===== src/rtl/bus_cmd_if.sv =====
// Request / issue / response / completion bundle for bus_cmd_engine.
// The slave modport is the engine's view; master is the surrounding system.
interface bus_cmd_if #(
  parameter int ADDR_W = 8,
  parameter int DATA_W = 32,
  parameter int ID_W   = 4
);
  logic              req_valid;
  logic              req_ready;
  logic [1:0]        req_cmd;
  logic [ADDR_W-1:0] req_addr;
  logic [DATA_W-1:0] req_data;
  logic [ID_W-1:0]   req_id;

  logic              issue_valid;
  logic              issue_ready;
  logic [1:0]        issue_cmd;
  logic [ADDR_W-1:0] issue_addr;
  logic [DATA_W-1:0] issue_data;
  logic [ID_W-1:0]   issue_id;

  logic              rsp_valid;
  logic [ID_W-1:0]   rsp_id;
  logic [DATA_W-1:0] rsp_data;
  logic              rsp_err;

  logic              cpl_valid;
  logic [ID_W-1:0]   cpl_id;
  logic [DATA_W-1:0] cpl_data;
  logic              cpl_err;

  modport slave (
    input  req_valid, req_cmd, req_addr, req_data, req_id,
    output req_ready,
    output issue_valid, issue_cmd, issue_addr, issue_data, issue_id,
    input  issue_ready,
    input  rsp_valid, rsp_id, rsp_data, rsp_err,
    output cpl_valid, cpl_id, cpl_data, cpl_err
  );

  modport master (
    output req_valid, req_cmd, req_addr, req_data, req_id,
    input  req_ready,
    input  issue_valid, issue_cmd, issue_addr, issue_data, issue_id,
    output issue_ready,
    output rsp_valid, rsp_id, rsp_data, rsp_err,
    input  cpl_valid, cpl_id, cpl_data, cpl_err
  );
endinterface


===== src/rtl/bus_cmd_engine.sv =====
// Command engine: accepts tagged requests, issues them downstream, tracks
// in-flight IDs, turns responses into completions and latches the first error.
module bus_cmd_engine #(
  parameter int ADDR_W  = 8,
  parameter int DATA_W  = 32,
  parameter int ID_W    = 4,
  parameter int MAX_OUT = 4,
  parameter int TIMEOUT = 255,
  localparam int OUT_W  = $clog2(MAX_OUT + 1)
) (
  input  logic             clk,
  input  logic             rst,
  bus_cmd_if.slave         bus,
  input  logic             err_clear,
  output logic [1:0]       state,
  output logic [OUT_W-1:0] outstanding,
  output logic [1:0]       err_cause
);
  localparam int NIDS  = 2 ** ID_W;
  localparam int TMO_W = $clog2(TIMEOUT + 1);

  typedef enum logic [1:0] {
    ST_IDLE   = 2'd0,
    ST_ACTIVE = 2'd1,
    ST_WAIT   = 2'd2,
    ST_ERROR  = 2'd3
  } state_t;

  state_t            state_reg, state_next;
  logic [1:0]        cause_reg, cause_next;
  logic [NIDS-1:0]   inflight_reg, inflight_next;
  logic [OUT_W-1:0]  out_reg, out_next;
  logic [TMO_W-1:0]  tmo_reg, tmo_next;

  logic              issue_valid_reg;
  logic [1:0]        issue_cmd_reg;
  logic [ADDR_W-1:0] issue_addr_reg;
  logic [DATA_W-1:0] issue_data_reg;
  logic [ID_W-1:0]   issue_id_reg;

  logic              cpl_valid_reg;
  logic [ID_W-1:0]   cpl_id_reg;
  logic [DATA_W-1:0] cpl_data_reg;
  logic              cpl_err_reg;

  logic accept, acc_ok, acc_bad, rsp_hit, rsp_miss, issue_fire, tmo_expire;

  assign bus.req_ready = !rst && (state_reg != ST_ERROR)
                       && (!issue_valid_reg || bus.issue_ready)
                       && (out_reg < OUT_W'(MAX_OUT))
                       && !inflight_reg[bus.req_id];

  assign accept     = bus.req_valid && bus.req_ready;
  assign acc_ok     = accept && (bus.req_cmd != 2'd3);
  assign acc_bad    = accept && (bus.req_cmd == 2'd3);
  assign rsp_hit    = bus.rsp_valid && inflight_reg[bus.rsp_id];
  assign rsp_miss   = bus.rsp_valid && !inflight_reg[bus.rsp_id];
  assign issue_fire = issue_valid_reg && bus.issue_ready;

  // A request and a response never name the same ID in one cycle, so set/clear cannot collide.
  generate
    for (genvar gi = 0; gi < NIDS; gi++) begin : g_inflight
      assign inflight_next[gi] =
          (inflight_reg[gi] && !(rsp_hit && (bus.rsp_id == ID_W'(gi))))
        || (acc_ok && (bus.req_id == ID_W'(gi)));
    end
  endgenerate

  always_comb begin
    out_next = out_reg;
    case ({acc_ok, rsp_hit})
      2'b10:   out_next = out_reg + OUT_W'(1);
      2'b01:   out_next = out_reg - OUT_W'(1);
      default: out_next = out_reg;
    endcase
  end

  // Silence counter saturates at TIMEOUT so the expiry stays asserted until serviced.
  always_comb begin
    tmo_next = tmo_reg;
    if (bus.rsp_valid || (out_reg == '0))
      tmo_next = '0;
    else if (tmo_reg != TMO_W'(TIMEOUT))
      tmo_next = tmo_reg + TMO_W'(1);
  end
  assign tmo_expire = (tmo_next == TMO_W'(TIMEOUT));

  always_comb begin
    state_next = state_reg;
    cause_next = cause_reg;
    if (state_reg == ST_ERROR) begin
      if (err_clear && (out_reg == '0)) begin
        state_next = ST_IDLE;
        cause_next = 2'd0;
      end
    end else if (rsp_miss) begin
      state_next = ST_ERROR;
      cause_next = 2'd1;
    end else if (acc_bad) begin
      state_next = ST_ERROR;
      cause_next = 2'd2;
    end else if (tmo_expire) begin
      state_next = ST_ERROR;
      cause_next = 2'd3;
    end else if (out_next == '0) begin
      state_next = ST_IDLE;
    end else if (out_next == OUT_W'(MAX_OUT)) begin
      state_next = ST_WAIT;
    end else begin
      state_next = ST_ACTIVE;
    end
  end

  always_ff @(posedge clk) begin
    if (rst) begin
      state_reg    <= ST_IDLE;
      cause_reg    <= 2'd0;
      inflight_reg <= '0;
      out_reg      <= '0;
      tmo_reg      <= '0;
    end else begin
      state_reg    <= state_next;
      cause_reg    <= cause_next;
      inflight_reg <= inflight_next;
      out_reg      <= out_next;
      tmo_reg      <= tmo_next;
    end
  end

  // Issue register: a new accept may reload it in the same cycle the old one drains.
  always_ff @(posedge clk) begin
    if (rst) begin
      issue_valid_reg <= 1'b0;
      issue_cmd_reg   <= '0;
      issue_addr_reg  <= '0;
      issue_data_reg  <= '0;
      issue_id_reg    <= '0;
    end else if (acc_ok) begin
      issue_valid_reg <= 1'b1;
      issue_cmd_reg   <= bus.req_cmd;
      issue_addr_reg  <= bus.req_addr;
      issue_data_reg  <= bus.req_data;
      issue_id_reg    <= bus.req_id;
    end else if (issue_fire) begin
      issue_valid_reg <= 1'b0;
    end
  end

  always_ff @(posedge clk) begin
    if (rst) begin
      cpl_valid_reg <= 1'b0;
      cpl_id_reg    <= '0;
      cpl_data_reg  <= '0;
      cpl_err_reg   <= 1'b0;
    end else begin
      cpl_valid_reg <= rsp_hit;
      if (rsp_hit) begin
        cpl_id_reg   <= bus.rsp_id;
        cpl_data_reg <= bus.rsp_data;
        cpl_err_reg  <= bus.rsp_err;
      end
    end
  end

  assign bus.issue_valid = issue_valid_reg;
  assign bus.issue_cmd   = issue_cmd_reg;
  assign bus.issue_addr  = issue_addr_reg;
  assign bus.issue_data  = issue_data_reg;
  assign bus.issue_id    = issue_id_reg;
  assign bus.cpl_valid   = cpl_valid_reg;
  assign bus.cpl_id      = cpl_id_reg;
  assign bus.cpl_data    = cpl_data_reg;
  assign bus.cpl_err     = cpl_err_reg;

  assign state       = state_reg;
  assign outstanding = out_reg;
  assign err_cause   = cause_reg;
endmodule


===== src/flat_wrapper.sv =====
// flat-port wrapper written by rule: the top's interface ports become plain ports
module bus_cmd_engine_flat 
#(
  parameter int ADDR_W  = 8,
  parameter int DATA_W  = 32,
  parameter int ID_W    = 4,
  parameter int MAX_OUT = 4,
  parameter int TIMEOUT = 255,
  localparam int OUT_W  = $clog2(MAX_OUT + 1)
)
  (clk, rst, err_clear, state, outstanding, err_cause, bus_req_valid, bus_req_cmd, bus_req_addr, bus_req_data, bus_req_id, bus_req_ready, bus_issue_valid, bus_issue_cmd, bus_issue_addr, bus_issue_data, bus_issue_id, bus_issue_ready, bus_rsp_valid, bus_rsp_id, bus_rsp_data, bus_rsp_err, bus_cpl_valid, bus_cpl_id, bus_cpl_data, bus_cpl_err);
  bus_cmd_if #(.ADDR_W(ADDR_W), .DATA_W(DATA_W), .ID_W(ID_W)) bus_i ();
  input  logic clk;
  input  logic rst;
  input  logic err_clear;
  output logic [1:0] state;
  output logic [OUT_W-1:0] outstanding;
  output logic [1:0] err_cause;
  input wire logic [$bits(bus_i.req_valid)-1:0] bus_req_valid;
  input wire logic [$bits(bus_i.req_cmd)-1:0] bus_req_cmd;
  input wire logic [$bits(bus_i.req_addr)-1:0] bus_req_addr;
  input wire logic [$bits(bus_i.req_data)-1:0] bus_req_data;
  input wire logic [$bits(bus_i.req_id)-1:0] bus_req_id;
  output wire logic [$bits(bus_i.req_ready)-1:0] bus_req_ready;
  output wire logic [$bits(bus_i.issue_valid)-1:0] bus_issue_valid;
  output wire logic [$bits(bus_i.issue_cmd)-1:0] bus_issue_cmd;
  output wire logic [$bits(bus_i.issue_addr)-1:0] bus_issue_addr;
  output wire logic [$bits(bus_i.issue_data)-1:0] bus_issue_data;
  output wire logic [$bits(bus_i.issue_id)-1:0] bus_issue_id;
  input wire logic [$bits(bus_i.issue_ready)-1:0] bus_issue_ready;
  input wire logic [$bits(bus_i.rsp_valid)-1:0] bus_rsp_valid;
  input wire logic [$bits(bus_i.rsp_id)-1:0] bus_rsp_id;
  input wire logic [$bits(bus_i.rsp_data)-1:0] bus_rsp_data;
  input wire logic [$bits(bus_i.rsp_err)-1:0] bus_rsp_err;
  output wire logic [$bits(bus_i.cpl_valid)-1:0] bus_cpl_valid;
  output wire logic [$bits(bus_i.cpl_id)-1:0] bus_cpl_id;
  output wire logic [$bits(bus_i.cpl_data)-1:0] bus_cpl_data;
  output wire logic [$bits(bus_i.cpl_err)-1:0] bus_cpl_err;
  assign bus_i.req_valid = bus_req_valid;
  assign bus_i.req_cmd = bus_req_cmd;
  assign bus_i.req_addr = bus_req_addr;
  assign bus_i.req_data = bus_req_data;
  assign bus_i.req_id = bus_req_id;
  assign bus_req_ready = bus_i.req_ready;
  assign bus_issue_valid = bus_i.issue_valid;
  assign bus_issue_cmd = bus_i.issue_cmd;
  assign bus_issue_addr = bus_i.issue_addr;
  assign bus_issue_data = bus_i.issue_data;
  assign bus_issue_id = bus_i.issue_id;
  assign bus_i.issue_ready = bus_issue_ready;
  assign bus_i.rsp_valid = bus_rsp_valid;
  assign bus_i.rsp_id = bus_rsp_id;
  assign bus_i.rsp_data = bus_rsp_data;
  assign bus_i.rsp_err = bus_rsp_err;
  assign bus_cpl_valid = bus_i.cpl_valid;
  assign bus_cpl_id = bus_i.cpl_id;
  assign bus_cpl_data = bus_i.cpl_data;
  assign bus_cpl_err = bus_i.cpl_err;
  bus_cmd_engine #(.ADDR_W(ADDR_W), .DATA_W(DATA_W), .ID_W(ID_W), .MAX_OUT(MAX_OUT), .TIMEOUT(TIMEOUT)) u_core (.clk(clk), .rst(rst), .bus(bus_i), .err_clear(err_clear), .state(state), .outstanding(outstanding), .err_cause(err_cause));
endmodule

===== config.mk =====
export PLATFORM = sky130hd
export DESIGN_NAME = bus_cmd_engine_flat
export DESIGN_NICKNAME = d
export VERILOG_FILES = /design/src/rtl/bus_cmd_if.sv /design/src/rtl/bus_cmd_engine.sv /design/src/flat_wrapper.sv
export SDC_FILE = /design/constraint.sdc
export NUM_CORES = 1
export LEC_CHECK = 0
export ABC_AREA = 1
export CORE_MARGIN = 5
export CORE_UTILIZATION = 30
export CTS_BUF_LIST = sky130_fd_sc_hd__clkbuf_4
export DETAILED_ROUTE_END_ITERATION = 6
export GPL_ROUTABILITY_DRIVEN = 0
export PLACE_DENSITY = 0.54
export SYNTH_ARGS = -nofsm -noshare
export SYNTH_HDL_FRONTEND = slang
export SYNTH_SLANG_ARGS = --single-unit

===== constraint.sdc =====
create_clock -name clk -period 4.1 [get_ports clk]
set_input_delay 0.615 -clock clk [delete_from_list [all_inputs] [get_ports clk]]
set_output_delay 0.615 -clock clk [all_outputs]
set_load 0.1 [all_outputs]

**Sequential cells grouped by signal name**

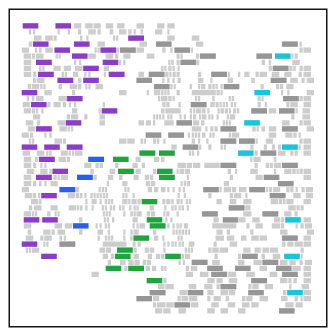
Key: u_core.bus.cpl_data = purple [placed flops 32]; u_core.bus.cpl_id = blue [placed flops 4, where west]; u_core.inflight_reg = green [placed flops 16]; u_core.bus.issue_addr = cyan [placed flops 8]
sequential power: 1.18 mW
Final Util: 43.2%
Reg area: 0.00232 mm2
sequential cell area share: 31.3%

**Routed metal, one colour a layer**

Scale bar: 50 um.
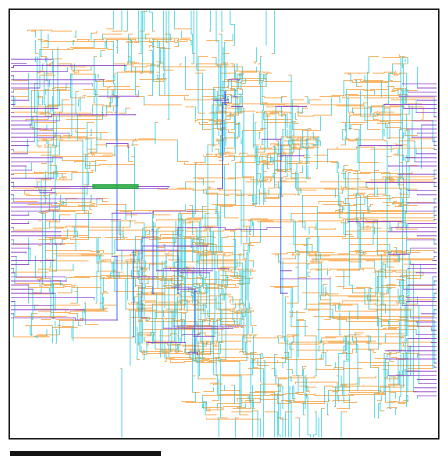
Key: M1 = orange [wire length 7350 um]; M3 = purple [wire length 1750 um]; M2 = cyan [wire length 6550 um]; M4 = blue [wire length 274 um]; M5 = green [wire length 13.8 um]
via count: 5126
drt total wl: 15900 um
DR WL/cell: 14.5 um

==> results.yml <==
# synthesis and place-and-route metrics
pwr:
  power_frac_seq_pct: 45.9
  power.switching_mw: 0.833
  power.density_mw_per_mm2: 346
  p_leak_nw: 2.78
synthesis:
  simple_gate_share_pct: 31.7
  aoi_share_pct: 14.9
  synth_area_mm2: 0.00521
  synthMuxAreaShare_pct: 0
  ff_type: "dfxtp_1"
  ys_top_logic_family: "simple AND/OR/NAND/NOR gates"
global_route:
  grt_usage_pct: 15.9
  antenna_found_initial: 1
  gr-usage-met3_pct: 6.77
  grt_max_degree: 80
  grt_first_pass_wirelength_um: 25900
worst_hold_path:
  whs_path_depth: 2
floorplanning:
  fp_util_pct: 30.3
final_layout:
  area_growth_pct: 42.4
  dominant_cells: "multi-input combinational cells"
  layout.nonclk_buf_share_pct: 25.5
  drive_gt1_share_pct: 9.82
  n_antenna_cell: 0
sta:
  holdWs_ps: 468
  relSlewSlack_pct: 30.4
route:
  dr_wl_met3_um: 1750
  drc_errors: 0
  wl_met1_um: 7350
critical_path:
  worstRegToRegCells: 21
  end_kind: "register"
  slowest_delay_ps: 640
  cp.required_ps: 4470
  start_kind: "input port"
run_status:
  status: "finished, final reports clean"
clock_tree:
  path_clk_slew_ps: 100
  post_cts_buffers: 0
**I/O pins on the die edge**

Pins as bars across the die edge, other pins in grey.
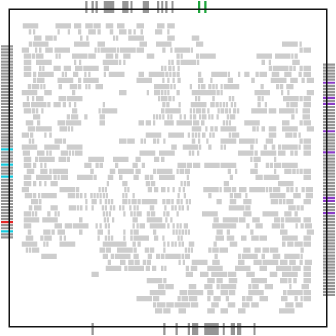
Key: bus_cpl_err = red [pins 1, direction output, edge west]; bus_req_addr = purple [pins 8, direction input, edge east]; bus_cpl_id = cyan [pins 4, direction output, edge west]; state = green [pins 2, direction output, edge north]

No activity file was given, so power comes from the tool's default toggle rates.
